===== src/rtl/rl_packer_pkg.sv =====
// Shared definitions for the rl_queue_packer width-conversion stage.
// Optional lane-mask output is enabled with the RL_PACKER_MASK_EN macro.
package rl_packer_pkg;

  // Output word width: RATIO beats of IBITS each.
  function automatic int obits(input int ibits, input int ratio);
    return ibits * ratio;
  endfunction

  // Beat counter width: clog2(RATIO), never narrower than one bit.
  function automatic int cnt_bits(input int ratio);
    return (ratio <= 2) ? 1 : $clog2(ratio);
  endfunction

  // Lane index wide enough for any practical RATIO; used for lane compares.
  typedef logic [15:0] lane_idx_t;

endpackage


===== src/rtl/rl_queue_packer_if.sv =====
// Bundles the narrow beat stream and the queue write port of rl_queue_packer.
// Carries be_o when RL_PACKER_MASK_EN is defined.
//
// Handshake: a beat moves when dv_i and rdy_o are both high at a rising edge.
// dv_i/d_i/last_i stay stable until that edge; rdy_o never depends on dv_i.
// On the queue side a word is written in every cycle where we_o is high;
// we_o is already gated by full_i, so the queue simply obeys we_o.
interface rl_queue_packer_if
  import rl_packer_pkg::*;
#(
  parameter int IBITS = 8,
  parameter int RATIO = 4
) ();

  localparam int OBITS = obits(IBITS, RATIO);
  localparam int CW    = cnt_bits(RATIO);

  logic [IBITS-1:0] d_i;
  logic             dv_i;
  logic             last_i;
  logic             rdy_o;
  logic             full_i;
  logic             we_o;
  logic [OBITS-1:0] q_o;
  logic [CW-1:0]    cnt_o;
`ifdef RL_PACKER_MASK_EN
  logic [RATIO-1:0] be_o;

  modport slave  (input d_i, dv_i, last_i, full_i,
                  output rdy_o, we_o, q_o, cnt_o, be_o);
  modport master (output d_i, dv_i, last_i, full_i,
                  input rdy_o, we_o, q_o, cnt_o, be_o);
`else
  modport slave  (input d_i, dv_i, last_i, full_i,
                  output rdy_o, we_o, q_o, cnt_o);
  modport master (output d_i, dv_i, last_i, full_i,
                  input rdy_o, we_o, q_o, cnt_o);
`endif

endinterface


===== src/rtl/rl_packer_lane_mux.sv =====
// Combinational merge of one beat into lane 'lane' of the assembly word.
// Lanes below 'lane' come from the assembly word, lanes above are zeroed.
// With RL_PACKER_MASK_EN it also produces the matching lane-valid mask.
module rl_packer_lane_mux
  import rl_packer_pkg::*;
#(
  parameter int IBITS = 8,
  parameter int RATIO = 4
) (
  input  logic [IBITS*RATIO-1:0]     asm_word,
  input  logic [IBITS-1:0]           beat,
  input  logic [cnt_bits(RATIO)-1:0] lane,
`ifdef RL_PACKER_MASK_EN
  output logic [RATIO-1:0]           mask,
`endif
  output logic [IBITS*RATIO-1:0]     merged
);

  // Select per lane: held beat, incoming beat, or zero fill.
  always_comb begin
    merged = '0;
`ifdef RL_PACKER_MASK_EN
    mask = '0;
`endif
    for (int i = 0; i < RATIO; i++) begin
      if (lane_idx_t'(i) < lane_idx_t'(lane)) begin
        merged[i*IBITS +: IBITS] = asm_word[i*IBITS +: IBITS];
`ifdef RL_PACKER_MASK_EN
        mask[i] = 1'b1;
`endif
      end else if (lane_idx_t'(i) == lane_idx_t'(lane)) begin
        merged[i*IBITS +: IBITS] = beat;
`ifdef RL_PACKER_MASK_EN
        mask[i] = 1'b1;
`endif
      end
    end
  end

endmodule


===== src/rtl/rl_queue_packer.sv =====
// Packs RATIO narrow beats (LSB beat first) into one wide queue write.
// last_i closes a word early with zero-filled upper lanes.
// RL_PACKER_MASK_EN adds the registered lane-valid output be_o.
module rl_queue_packer
  import rl_packer_pkg::*;
#(
  parameter int IBITS = 8,
  parameter int RATIO = 4
) (
  input  logic           clk_i,
  input  logic           rst_ni,
  input  logic           clr_i,
  input  logic           ena_i,
  rl_queue_packer_if.slave bus
);

  localparam int OBITS = obits(IBITS, RATIO);
  localparam int CW    = cnt_bits(RATIO);

  logic [OBITS-1:0] asm_q;
  logic [OBITS-1:0] out_q;
  logic [OBITS-1:0] merged;
  logic [CW-1:0]    cnt_q;
  logic             pend_q;
  logic             rdy;
  logic             we;
  logic             acc;
  logic             complete;
`ifdef RL_PACKER_MASK_EN
  logic [RATIO-1:0] be_q;
  logic [RATIO-1:0] mask;
`endif

  // Ready when the out slot is empty or is being drained this cycle.
  assign rdy      = ena_i & (~pend_q | ~bus.full_i);
  assign we       = ena_i & pend_q & ~bus.full_i;
  assign acc      = bus.dv_i & rdy;
  assign complete = acc & ((cnt_q == CW'(RATIO - 1)) | bus.last_i);

  rl_packer_lane_mux #(
    .IBITS (IBITS),
    .RATIO (RATIO)
  ) u_lane_mux (
    .asm_word (asm_q),
    .beat     (bus.d_i),
    .lane     (cnt_q),
`ifdef RL_PACKER_MASK_EN
    .mask     (mask),
`endif
    .merged   (merged)
  );

  // Assembly, output slot and pending flag; a completing beat reloads the
  // slot in the same cycle it drains, so pend stays set with no bubble.
  always_ff @(posedge clk_i or negedge rst_ni) begin
    if (!rst_ni) begin
      asm_q  <= '0;
      out_q  <= '0;
      cnt_q  <= '0;
      pend_q <= 1'b0;
`ifdef RL_PACKER_MASK_EN
      be_q   <= '0;
`endif
    end else if (clr_i) begin
      asm_q  <= '0;
      out_q  <= '0;
      cnt_q  <= '0;
      pend_q <= 1'b0;
`ifdef RL_PACKER_MASK_EN
      be_q   <= '0;
`endif
    end else if (ena_i) begin
      if (complete) begin
        out_q  <= merged;
        pend_q <= 1'b1;
        asm_q  <= '0;
        cnt_q  <= '0;
`ifdef RL_PACKER_MASK_EN
        be_q   <= mask;
`endif
      end else begin
        if (acc) begin
          asm_q <= merged;
          cnt_q <= cnt_q + CW'(1);
        end
        if (we) begin
          pend_q <= 1'b0;
        end
      end
    end
  end

  assign bus.rdy_o = rdy;
  assign bus.we_o  = we;
  assign bus.q_o   = out_q;
  assign bus.cnt_o = cnt_q;
`ifdef RL_PACKER_MASK_EN
  assign bus.be_o  = be_q;
`endif

endmodule


===== src/flat_wrapper.sv =====
// flat-port wrapper written by rule: the top's interface ports become plain ports
module rl_queue_packer_flat import rl_packer_pkg::*;
#(
  parameter int IBITS = 8,
  parameter int RATIO = 4
)
  (clk_i, rst_ni, clr_i, ena_i, bus_d_i, bus_dv_i, bus_last_i, bus_full_i, bus_rdy_o, bus_we_o, bus_q_o, bus_cnt_o);
  rl_queue_packer_if #(.IBITS(IBITS), .RATIO(RATIO)) bus_i ();
  input  logic clk_i;
  input  logic rst_ni;
  input  logic clr_i;
  input  logic ena_i;
  input wire logic [$bits(bus_i.d_i)-1:0] bus_d_i;
  input wire logic [$bits(bus_i.dv_i)-1:0] bus_dv_i;
  input wire logic [$bits(bus_i.last_i)-1:0] bus_last_i;
  input wire logic [$bits(bus_i.full_i)-1:0] bus_full_i;
  output wire logic [$bits(bus_i.rdy_o)-1:0] bus_rdy_o;
  output wire logic [$bits(bus_i.we_o)-1:0] bus_we_o;
  output wire logic [$bits(bus_i.q_o)-1:0] bus_q_o;
  output wire logic [$bits(bus_i.cnt_o)-1:0] bus_cnt_o;
  assign bus_i.d_i = bus_d_i;
  assign bus_i.dv_i = bus_dv_i;
  assign bus_i.last_i = bus_last_i;
  assign bus_i.full_i = bus_full_i;
  assign bus_rdy_o = bus_i.rdy_o;
  assign bus_we_o = bus_i.we_o;
  assign bus_q_o = bus_i.q_o;
  assign bus_cnt_o = bus_i.cnt_o;
  rl_queue_packer #(.IBITS(IBITS), .RATIO(RATIO)) u_core (.clk_i(clk_i), .rst_ni(rst_ni), .clr_i(clr_i), .ena_i(ena_i), .bus(bus_i));
endmodule

===== config.mk =====
export PLATFORM = sky130hd
export DESIGN_NAME = rl_queue_packer_flat
export DESIGN_NICKNAME = d
export VERILOG_FILES = /design/src/rtl/rl_packer_pkg.sv /design/src/rtl/rl_queue_packer_if.sv /design/src/rtl/rl_packer_lane_mux.sv /design/src/rtl/rl_queue_packer.sv /design/src/flat_wrapper.sv
export SDC_FILE = /design/constraint.sdc
export NUM_CORES = 1
export LEC_CHECK = 0
export CAP_MARGIN = 40
export CELL_PAD_IN_SITES_DETAIL_PLACEMENT = 2
export CELL_PAD_IN_SITES_GLOBAL_PLACEMENT = 2
export CORE_ASPECT_RATIO = 1.75
export CORE_MARGIN = 2
export CORE_UTILIZATION = 38
export CTS_CLUSTER_SIZE = 25
export DETAILED_ROUTE_END_ITERATION = 7
export PLACE_DENSITY_LB_ADDON = 0.1
export REMOVE_ABC_BUFFERS = 1
export SYNTH_ARGS = -nofsm -noshare
export SYNTH_HDL_FRONTEND = slang
export SYNTH_HIERARCHICAL = 1
export SYNTH_SLANG_ARGS = --single-unit

===== constraint.sdc =====
create_clock -name clk_i -period 3.4 [get_ports clk_i]
set_input_delay 1.02 -clock clk_i [delete_from_list [all_inputs] [get_ports clk_i]]
set_output_delay 1.02 -clock clk_i [all_outputs]
set_load 0.005 [all_outputs]

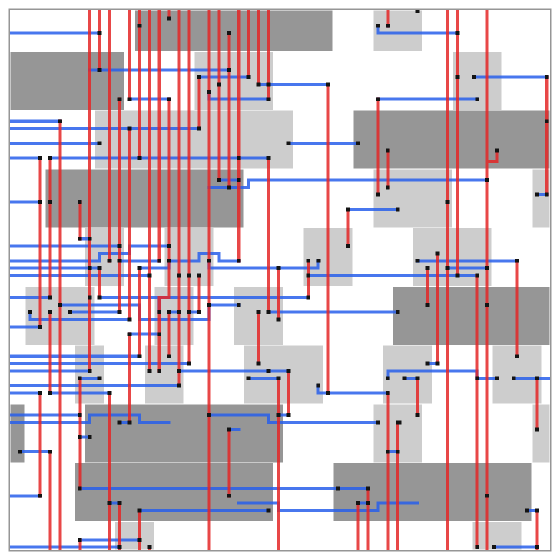
(images/zoom.png)
Region (43, 83) to (68, 108) um. Cells in gray, sequential cells in the stronger gray; small squares are vias.
legend:
  met1:
    color: blue
  met2:
    color: red
most frequent: dfrtp_1 (8), nand2b_1 (5), mux2i_1 (4)
cells with their middle in the window: 26
netlist names of flops here include: u_core/asm_q (4), u_core/bus.q_o (4)
sequential cells in the window: 8

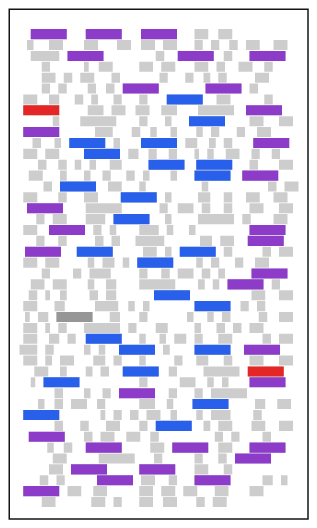
(images/registers.png)
Scale: 4 px per um. Other sequential cells in the stronger gray, the rest of the logic in the fainter gray.
legend:
  u_core/asm_q:
    color: blue
    flops: 24
  u_core/bus.q_o:
    color: purple
    flops: 32
    where: all over the die
  u_core/bus.cnt_o:
    color: red
    flops: 2
not colored: 1

==> results.cfg <==
; flow metrics
[job]
warnings = 25
maxCapViolCount = 0

[cells_and_area]
diodes = 0
clockBufferCount = 14
dominant_cells = combinational gates
inv_count = 1
buffers = 61
ff_latch_area_um2 = 1480
sh_seq_area_pct = 36.1
syn_to_final_growth_pct = 24.5
bufAreaShareNonClock_pct = 14.3
logic_gates = 228
ff_count = 59
area_share_clock_buf_inv_pct = 6.69
layout-drive-gt1-share_pct = 10.7
final_net_count = 376

[timing]
worst_pin_slew_ns = 0.803
maxSlewHeadroom_pct = 46.4
rsz0062_at_grt = false
worst_slack_ns = 0.0763
max_freq_mhz = 301
fin_skew_ns = 0.00681
finalCritPeriodShare_pct = 97.8
fin_crit_ns = 3.32

[critical_path]
endpoint_kind = primary output
critPathKind = in2out
crit_slowest_cell = clkdlybuf4s50_1
max_stage_delay_ns = 0.52
cpMostUsedCell = clkdlybuf4s50_1
path_max_fanout = 3
crit_family = buffers and inverters
worst-path-buf-inv = 3
r2r_cells = 6
startpoint_type = input pin

[cts]
clkTransAtPathRegs_ns = 0.05
clockBufferDepth = 2
holdBufCountCts = 0
cts_sinks = 59
htreeDepth = 3
post_cts_resized = 0
post_cts_buffers = 0
cts_made_buffers = 9
cts-root-buf = clkbuf_16
cts_tree = done
clkLatencyLatePin_ns = 0.33

[hold_path]
worstHoldEndpoint = u_core/bus.q_o[30]
holdCritStartpoint = u_core/bus.q_o[30]

[power_and_ir_drop]
switchingPower_uw = 413
p_leak_nw = 1.62
swShare_pct = 24.0
power_mw = 1.73
p_int_mw = 1.31
clkPwrFrac_pct = 48.8
power.density_nw_per_um2 = 421
peakVddDrop_mv = 0.275

[global_routing]
antenna_found_initial = 0
globalRouteOverflowTotal = 0
grt_use_total_pct = 21.5
grt_max_degree = 92

[place]
place_inst = 464
numPortBuffers = 50
place_hpwl_um = 5340
place_congestion = 0.720
dp_slack_ns = 0.0154

[routing]
ant_nets = 0
drc = 0
wirelength_um = 9150
vias = 2641
drtIter0Drc = 211
vias_per_cell = 5.50

[floorplanning]
rows = 44
n_tap_cell = 115
io_pins = 51
chip_area_um2 = 9450

[run_status]
status = complete, no violations

[synthesis]
synthesis.area_um2 = 3290
syn_inst = 325
avgSynthCellArea_um2 = 10.1
ys.warnings.count = 6
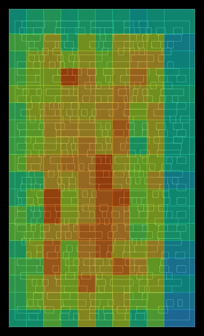
(images/final_congestion.png)
M2 GR Usage: 37.5%
Layout Utilization: 48.9%

worst max path at each step:
stage,from,endpoint,cells past startpoint
3_3_place_gp,ena_i,bus_we_o,4
6_report,ena_i,bus_we_o,4
2_1_floorplan,bus_full_i,u_core/bus.q_o[0],3
3_5_place_dp,ena_i,bus_we_o,4
5_1_grt,ena_i,bus_we_o,4
4_1_cts,ena_i,bus_we_o,4
sequential cells by signal (all words and copies together), names as in the netlist:
name	cells
u_core/asm_q	24
u_core/bus.cnt_o	2
u_core/bus.q_o	32
u_core/pend_q	1
placed cells by master, fill, tap and decap left out, types with 3 or more instances in the layout:
cell type / instances
mux2i_1: 40
clkdlybuf4s50_1: 48
dfrtp_1: 59
nand2b_1: 64
buf_4: 10
o21ai_0: 27
clkbuf_1: 3
a22o_1: 8
nand4_1: 25
and3_1: 8
nor2b_1: 8
mux2_2: 7
a21oi_1: 27
clkbuf_16: 9
power by group through the flow:
stage	Combinational, mW	Clock, mW	Sequential [mW]
3_3_place_gp	0.167	0	0.727
6_report	0.168	0.841	0.716
5_1_grt	0.183	0.893	0.716
4_1_cts	0.171	0.864	0.716
3_5_place_dp	0.170	0	0.728
2_1_floorplan	0.0728	0	0.731
tightest hold or removal path: stages, from the launching register on:
cell	delay, ns
dfrtp_1	0.37
nand2b_1	0.07
mux2i_1	0.06
metrics by stage:
stage                     hold WS, ns  util, %
after floorplan                 0.504        -
after global placement          0.522     45.6
after CTS                       0.547     48.9
final                           0.540     48.9
after detailed placement        0.537     45.6
after global routing            0.572     48.9
metal layers:
| metal | up-vias | wire length (um) | track usage (%) |
|---|---|---|---|
| li1 | 1207 | - | - |
| met1 | 1381 | 3770 | 26.0 |
| met2 | 48 | 5060 | 37.5 |
| met3 | 5 | 230 | 4.50 |
| met4 | 0 | 87 | 6.62 |
| met5 | - | 0 | 0 |
Power is estimated from default activity; no workload was simulated.
